<file path="src/rtl/speed_key_sequencer.sv">
// speed_key_sequencer: three raw active-low buttons -> clean 1-cycle step
// commands (faster / slower / restore) for the divisor generator.
//
// Per key: 2-flop synchronizer, then a counting debouncer. A small FSM turns
// the debounced levels into registered command pulses; restore outranks the
// step keys, and pressing both step keys together is ignored until release.
//
// Build option:
//   SPEED_KEY_AUTOREPEAT_EN  defined   -> held step key auto-repeats
//                            undefined -> one pulse per press, no repeat logic

// ---------------------------------------------------------------------------
// One key lane: synchronize the raw level, then accept a change only after
// DEBOUNCE_CYCLES consecutive samples that disagree with the current level.
// ---------------------------------------------------------------------------
module speed_key_debounce #(
  parameter int DEBOUNCE_CYCLES = 50_000,
  parameter int CNT_W           = 32
) (
  input  logic clk,
  input  logic rst_n,
  input  logic key_n,
  output logic deb
);
  localparam logic [CNT_W-1:0] CNT_LAST = CNT_W'(DEBOUNCE_CYCLES - 1);

  logic             sync1_q, sync1_d;
  logic             sync2_q, sync2_d;
  logic             deb_q, deb_d;
  logic [CNT_W-1:0] cnt_q, cnt_d;
  logic             p;

  // synchronizer shift and debounce counter; any agreeing sample restarts it
  always_comb begin
    sync1_d = key_n;
    sync2_d = sync1_q;
    p       = ~sync2_q;
    deb_d   = deb_q;
    cnt_d   = cnt_q;
    if (p == deb_q) begin
      cnt_d = '0;
    end else if (cnt_q >= CNT_LAST) begin
      deb_d = p;
      cnt_d = '0;
    end else begin
      cnt_d = cnt_q + CNT_W'(1);
    end
  end

  // sync flops reset to "released" so a key held through reset needs a full debounce
  always_ff @(posedge clk or negedge rst_n) begin
    if (!rst_n) begin
      sync1_q <= 1'b1;
      sync2_q <= 1'b1;
      deb_q   <= 1'b0;
      cnt_q   <= '0;
    end else begin
      sync1_q <= sync1_d;
      sync2_q <= sync2_d;
      deb_q   <= deb_d;
      cnt_q   <= cnt_d;
    end
  end

  assign deb = deb_q;
endmodule

// ---------------------------------------------------------------------------
// Top: three debounce lanes feeding the command FSM.
// ---------------------------------------------------------------------------
module speed_key_sequencer #(
  parameter int DEBOUNCE_CYCLES = 50_000,
  parameter int REPEAT_DELAY    = 25_000_000,
  parameter int REPEAT_RATE     = 2_500_000,
  parameter int CNT_W           = 32
) (
  input  logic clk,
  input  logic reset_n,
  input  logic key_faster_n,
  input  logic key_slower_n,
  input  logic key_restore_n,
  output logic cmd_faster,
  output logic cmd_slower,
  output logic cmd_restore,
  output logic key_active
);
  localparam int NUM_KEYS = 3;
  localparam int K_FAST   = 0;
  localparam int K_SLOW   = 1;
  localparam int K_REST   = 2;

  // reject parameter sets the counters cannot represent
  if (DEBOUNCE_CYCLES < 1 || REPEAT_DELAY < 1 || REPEAT_RATE < 1 ||
      $clog2(DEBOUNCE_CYCLES) > CNT_W || $clog2(REPEAT_DELAY) > CNT_W ||
      $clog2(REPEAT_RATE) > CNT_W) begin : g_bad_param
    $error("speed_key_sequencer: parameters must be >= 1 and fit in CNT_W");
  end

  typedef enum logic [1:0] {IDLE, HOLD, REPEAT, WAIT_REL} state_t;

  logic [NUM_KEYS-1:0] keys_n;
  logic [NUM_KEYS-1:0] deb;

  state_t              state_q, state_d;
  logic [NUM_KEYS-1:0] cmd_q, cmd_d;

  assign keys_n = {key_restore_n, key_slower_n, key_faster_n};

  speed_key_debounce #(
    .DEBOUNCE_CYCLES(DEBOUNCE_CYCLES),
    .CNT_W          (CNT_W)
  ) u_deb [NUM_KEYS-1:0] (
    .clk  (clk),
    .rst_n(reset_n),
    .key_n(keys_n),
    .deb  (deb)
  );

`ifdef SPEED_KEY_AUTOREPEAT_EN
  localparam logic [CNT_W-1:0] DLY_LAST  = CNT_W'(REPEAT_DELAY - 1);
  localparam logic [CNT_W-1:0] RATE_LAST = CNT_W'(REPEAT_RATE - 1);

  // sel: which step key owns HOLD/REPEAT (0 = faster, 1 = slower)
  logic             sel_q, sel_d;
  logic [CNT_W-1:0] rpt_cnt_q, rpt_cnt_d;
  logic             held, other, rpt_last;

  // held/other are relative to the key that started the repeat
  always_comb begin
    held     = sel_q ? deb[K_SLOW] : deb[K_FAST];
    other    = deb[K_REST] | (sel_q ? deb[K_FAST] : deb[K_SLOW]);
    rpt_last = (state_q == HOLD) ? (rpt_cnt_q == DLY_LAST)
                                 : (rpt_cnt_q == RATE_LAST);
  end

  // repeat bookkeeping registers
  always_ff @(posedge clk or negedge reset_n) begin
    if (!reset_n) begin
      sel_q     <= 1'b0;
      rpt_cnt_q <= '0;
    end else begin
      sel_q     <= sel_d;
      rpt_cnt_q <= rpt_cnt_d;
    end
  end
`endif

  // state register and registered command pulses
  always_ff @(posedge clk or negedge reset_n) begin
    if (!reset_n) begin
      state_q <= IDLE;
      cmd_q   <= '0;
    end else begin
      state_q <= state_d;
      cmd_q   <= cmd_d;
    end
  end

  // next state; at most one cmd_d bit is ever set
  always_comb begin
    state_d = state_q;
    cmd_d   = '0;
`ifdef SPEED_KEY_AUTOREPEAT_EN
    sel_d     = sel_q;
    rpt_cnt_d = rpt_cnt_q;
`endif
    case (state_q)
      IDLE: begin
        if (deb[K_REST]) begin
          cmd_d[K_REST] = 1'b1;
          state_d       = WAIT_REL;
        end else if (deb[K_FAST] ^ deb[K_SLOW]) begin
          cmd_d[K_FAST] = deb[K_FAST];
          cmd_d[K_SLOW] = deb[K_SLOW];
`ifdef SPEED_KEY_AUTOREPEAT_EN
          sel_d     = deb[K_SLOW];
          rpt_cnt_d = '0;
          state_d   = HOLD;
`else
          state_d   = WAIT_REL;
`endif
        end else if (deb[K_FAST] & deb[K_SLOW]) begin
          state_d = WAIT_REL;
        end
      end
`ifdef SPEED_KEY_AUTOREPEAT_EN
      HOLD, REPEAT: begin
        // release or a competing key beats a terminal count in the same cycle
        if (!held || other) begin
          state_d = IDLE;
        end else if (rpt_last) begin
          if (sel_q) cmd_d[K_SLOW] = 1'b1;
          else       cmd_d[K_FAST] = 1'b1;
          rpt_cnt_d = '0;
          state_d   = REPEAT;
        end else if (rpt_cnt_q != '1) begin
          rpt_cnt_d = rpt_cnt_q + CNT_W'(1);
        end
      end
`endif
      WAIT_REL: begin
        if (deb == '0) state_d = IDLE;
      end
      default: state_d = IDLE;
    endcase
  end

  // outputs straight from flops
  always_comb begin
    cmd_faster  = cmd_q[K_FAST];
    cmd_slower  = cmd_q[K_SLOW];
    cmd_restore = cmd_q[K_REST];
    key_active  = (state_q != IDLE);
  end
endmodule
</file>
<file path="config.mk">
export PLATFORM = sky130hd
export DESIGN_NAME = speed_key_sequencer
export DESIGN_NICKNAME = d
export VERILOG_FILES = /design/src/rtl/speed_key_sequencer.sv
export SDC_FILE = /design/constraint.sdc
export NUM_CORES = 1
export LEC_CHECK = 0
export ABC_AREA = 1
export CORE_MARGIN = 2
export CORE_UTILIZATION = 35
export CTS_BUF_LIST = sky130_fd_sc_hd__clkbuf_8
export CTS_CLUSTER_DIAMETER = 150
export CTS_CLUSTER_SIZE = 14
export DETAILED_ROUTE_END_ITERATION = 8
export HOLD_SLACK_MARGIN = 0.05
export PLACE_DENSITY_LB_ADDON = 0.1
export SYNTH_ARGS = -nofsm -noshare
export SYNTH_HDL_FRONTEND = slang
export SYNTH_SLANG_ARGS = --single-unit
</file>
<file path="constraint.sdc">
create_clock -name clk -period 2.51 [get_ports clk]
set_input_delay 0.251 -clock clk [delete_from_list [all_inputs] [get_ports clk]]
set_output_delay 0.251 -clock clk [all_outputs]
set_load 0.02 [all_outputs]
</file>
Figure 1. Metal 4 (run 1).
Scale: 3 px per um. Supply wires on this layer in grey.
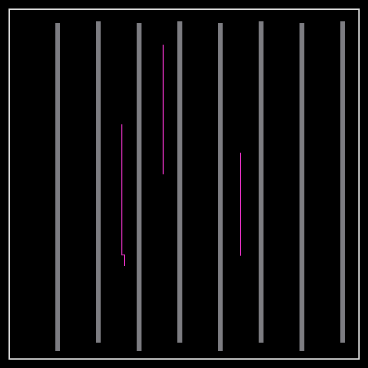
- longest straight run: 43.4 um
- nets with wire on the layer: 2
- wire length on this layer: 125 um
via count: 2774
overall routed net length: 6880 um

Figure 2. Routed clock nets over the placement (run 1).
Scale: 3 px per um.
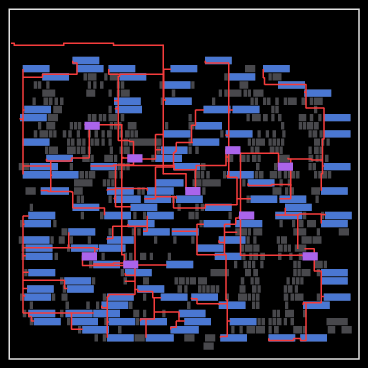
- clock wires: red (length 1330 um)
- clock-net drivers: purple (count 9)
- flip-flops: blue (count 109)
- routed clock nets: 10
- flops lie: all over the die
Clk pwr share: 0.368
worst skew pair latency: 380 ps
Worst Clk Skew: 9.85 ps
power in the clock group: 1100 uW

==> results.ini, run 1 <==
[detailed_routing]
drt_iter0_markers=133
route.detailed.drc=0
routed_via_density=4.07

[final_layout]
final_cells=682
regArea_um2=2740
area_growth_pct=15.1
diodes=0

[place]
place_inst=665

[worst_setup_path]
critPathKind=flop to output pin
cp_top_family=buffers and inverters
crit_slowest_cell=clkdlybuf4s50_1
slowest_delay_ps=620
cp-end-kind=output pin
timing.rr.start=u_deb[0].cnt_q[0]
crit_cells=1
crit_path_start=state_q[0]
arrival_ps=1400
worstSetupEndpoint=key_active
path_cells=clkdlybuf4s50_1

[status]
status=completed

[sta]
finalSetupTns_ps=0
hold_viol=0
slew_headroom=0.604
tightestPinTransition_ps=594
fin_crit_sh=0.658
fin_crit_ps=1650
final_max_slew_viol_count=0
fmax_mhz=605

[yosys]
ys_sh_xor=0.0717
syn_avg_cell_area_um2=9.91
synthSimpleGateAreaFrac=0.237
ys_warn_count=0
top_cell_area_share=0.586
ff_type=dfrtp_1
ys_seq_share=0.622
ys_sh_adder=0.00853
edf_count=0
ys_sh_aoi=0.0137
synth_async_sr_flop_share=1.00
ys_types=22
mux_share=0
ys_ff=109

[floorplan]
dieArea_um2=13500

[power_and_ir_drop]
cellPowerDensity_nw_per_um2=593
leakage_uw=0.00224

[clock_network]
htree_levels=3
cts_sinks=109
cts-root-buf=clkbuf_8

[run]
warning_count=28

[min_path]
hold_path_end=u_deb[2].sync1_q

Figure 3. I/O nets highlighted (run 1).
Scale: 2 px per um.
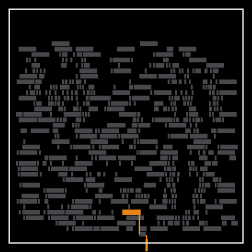
- cmd_faster: orange (bits 1; direction output; end cells 1; wire 14.0 um)
port bufs: 8
I/O Pins: 9

==> run 1: cell usage in the layout (no fill, tap or decap), types with 6 or more instances in the layout <==
cell type / instances
clkbuf_8: 9
clkdlybuf4s50_1: 7
conb_1: 48
dfrtp_1: 103
dfstp_2: 6
inv_1: 45
nand2_1: 80
nand3_1: 20
nand4_1: 11
nor2_1: 103
nor3_1: 8
xnor2_1: 12
xor2_1: 24
==> run 1: state kept, by name (all words and copies together), names as in the netlist <==
signal and flops:
u_deb.cnt_q 96, cmd_q 3, u_deb.deb 3, u_deb.sync1_q 3, u_deb.sync2_q 3, state_q 1
==> run 1: power by group <==
group	internal, uW	leakage, uW	switching (uW)	total (uW)
sequential	1810	0.00138	17.0	1820
combinational	21.4	0.000760	55.0	76.4
clock	479	0.000103	625	1100
total	2310	0.00224	697	3000
==> run 1: metrics by stage <==
stage | power [uW] | hold WS [ps] | worst slack [ps] | utilization
after detailed placement | 1940 | 347 | 970 | 0.398
after CTS | 3070 | 236 | 816 | 0.416
final | 3000 | 264 | 857 | 0.416
after floorplan | 1880 | -44.6 | 1140 | -
after global placement | 1940 | 349 | 1020 | 0.398
after global routing | 3160 | 240 | 804 | 0.416
==> run 1: timing repair <==
item                      CTS  global route
resized                     0             0
hold endpoints to repair  103             0
hold buffers                1             0
==> run 1: area by class of cell <==
type	count	area share
clock inverter	7	0.0163
inverter	44	0.0326
clock buffer	9	0.0245
tap	168	0.0415
sequential	109	0.540
timing repair buffer	10	0.0213
multi-input combinational	335	0.324
==> run 1: per-layer routing <==
layer	share of wire	global-route usage
met2	0.46	0.187
met4	0.018	0.0476
met1	0.49	0.150
met5	0	0
met3	0.027	0.0343
Figure 4. Placement density heat map (run 1).
Scale: 3 px per um. 12 x 12 tiles, from dark blue (low) to red (high), 0 to 100% covered.
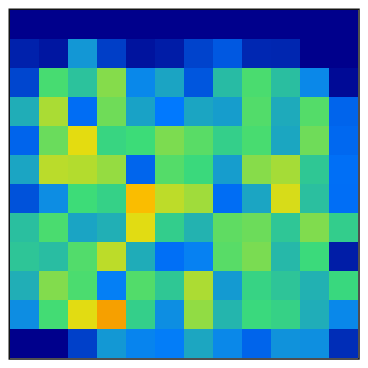

==> run 2: changes to the inputs <==
Clock period 2.51 ns to 1.5 ns, I/O delays scaled along.
Figure 5. Placement density heat map (run 2).
Scale: 3 px per um. 12 x 12 tiles, from dark blue (low) to red (high), 0 to 100% covered.
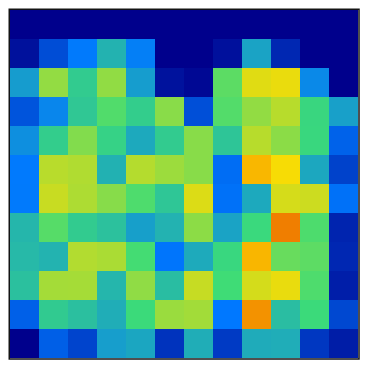
- mean over tiles: 38%
- nearly empty tiles: 13%
- tiles over 75% full: 2.8%
- emptiest ninth of the die: north

Figure 6. I/O nets highlighted (run 2).
Scale: 2 px per um.
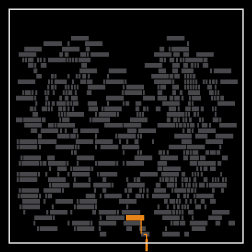
- cmd_faster: orange (bits 1; direction output; end cells 1; wire 13.5 um)

==> results.ini, run 2 <==
[detailed_routing]
dr_wl_met3_um=274
drt-met1-wl_um=3570
vias=2889
drt-total-wl_um=7490
drt_iter0_markers=117
top_layer=met4

[yosys]
edf_count=0
synth_async_sr_flop_share=1.00
ys_seq_share=0.622
syn_avg_cell_area_um2=9.91
ys_ff=109
top_cell_area_share=0.586
ff_type=dfrtp_1

[grt]
grtUsageMet2=0.186
gr-usage-met3=0.0379

[sta]
fin_crit_ps=1450
final_max_slew_viol_count=0
tightestPinTransition_ps=541
hold_slack_ps=119
fin_ws_ps=49.3
fin_crit_sh=0.967

[clock_network]
cts_sinks=109
cts-root-buf=clkbuf_8
htree_levels=3

[power_and_ir_drop]
cellPowerDensity_nw_per_um2=907
internal_power_uw=3730
p_seq_uw=3050
comb-power_uw=146
seq_power_share=0.629
p_clk_frac=0.341
power.net_switching_uw=1120
power.group.top=registers

[worst_setup_path]
worstSetupEndpoint=u_deb[0].cnt_q[11]
arrival_ps=1750
cp-end-kind=flop
critPathKind=flop to flop
timing.rr.start=u_deb[0].cnt_q[0]

[run]
warning_count=28

[floorplan]
io_pins=9
dieArea_um2=13500

[final_layout]
final_cell_mix=dfrtp_1, nor2_1, nand2_1, conb_1, inv_1
largest_reg_flops=96
diodes=0

[place]
io_buffers=8
pre_cts_slack_ps=12.9

[status]
status=completed

[run 2: per-stage QoR]
stage,total power (uW),instances,util
after floorplan,3150,491,-
after global placement,3250,669,0.402
after detailed placement,3250,669,0.402
after CTS,4960,686,0.418
after global routing,5100,695,0.439
final,4850,695,0.439
[run 2: kinds of logic (layout without fill, tap and decap cells)]
family	count (synthesis)	after routing	synth area share
AND-OR/OR-AND	10	10	0.0137
adder cells (fa/ha/maj)	3	3	0.00853
other	1	48	0.000852
AND/OR/NAND/NOR	238	241	0.237
flip-flops	109	109	0.622
XOR/XNOR	36	36	0.0717
buffers and inverters	47	80	0.0461
[run 2: final cells by class]
type,count,area (um2)
flip-flops and latches,109,2740
well taps,168,210
multi-input cells,338,1850
repair buffers,20,195
fillers,1183,6820
inverters,44,165
clock buffers,10,138
clock inverters,6,46.3
[run 2: critical path, stage by stage, from the launching register on]
cell     delay [ps]
dfrtp_1         400
buf_4           130
buf_4           120
nand3_2         110
nor2_1          270
nand2_1         100
xor2_1          150
nor2_1          100
[run 2: repair_timing]
item / in CTS / in global routing
pin swaps: 0 / 9
endpoints found under the setup margin: 4 / 49
resized: 2 / 50
buffers inserted: 0 / 6
hold buffers: 1 / 0
hold endpoints to repair: 106 / 0
cloned: 0 / 3
[run 2: worst min path at each step]
stage,from,endpoint,slack [ps],depth (start not counted)
floorplan,reset_n,cmd_q[0],-150,0
global placement,reset_n,u_deb[2].cnt_q[12],-40,1
detailed placement,reset_n,u_deb[2].cnt_q[12],-40,1
CTS,reset_n,u_deb[2].cnt_q[12],100,2
global route,reset_n,u_deb[2].cnt_q[12],110,2
finish,reset_n,u_deb[2].cnt_q[12],120,2
Power and IR drop assume default switching activity.
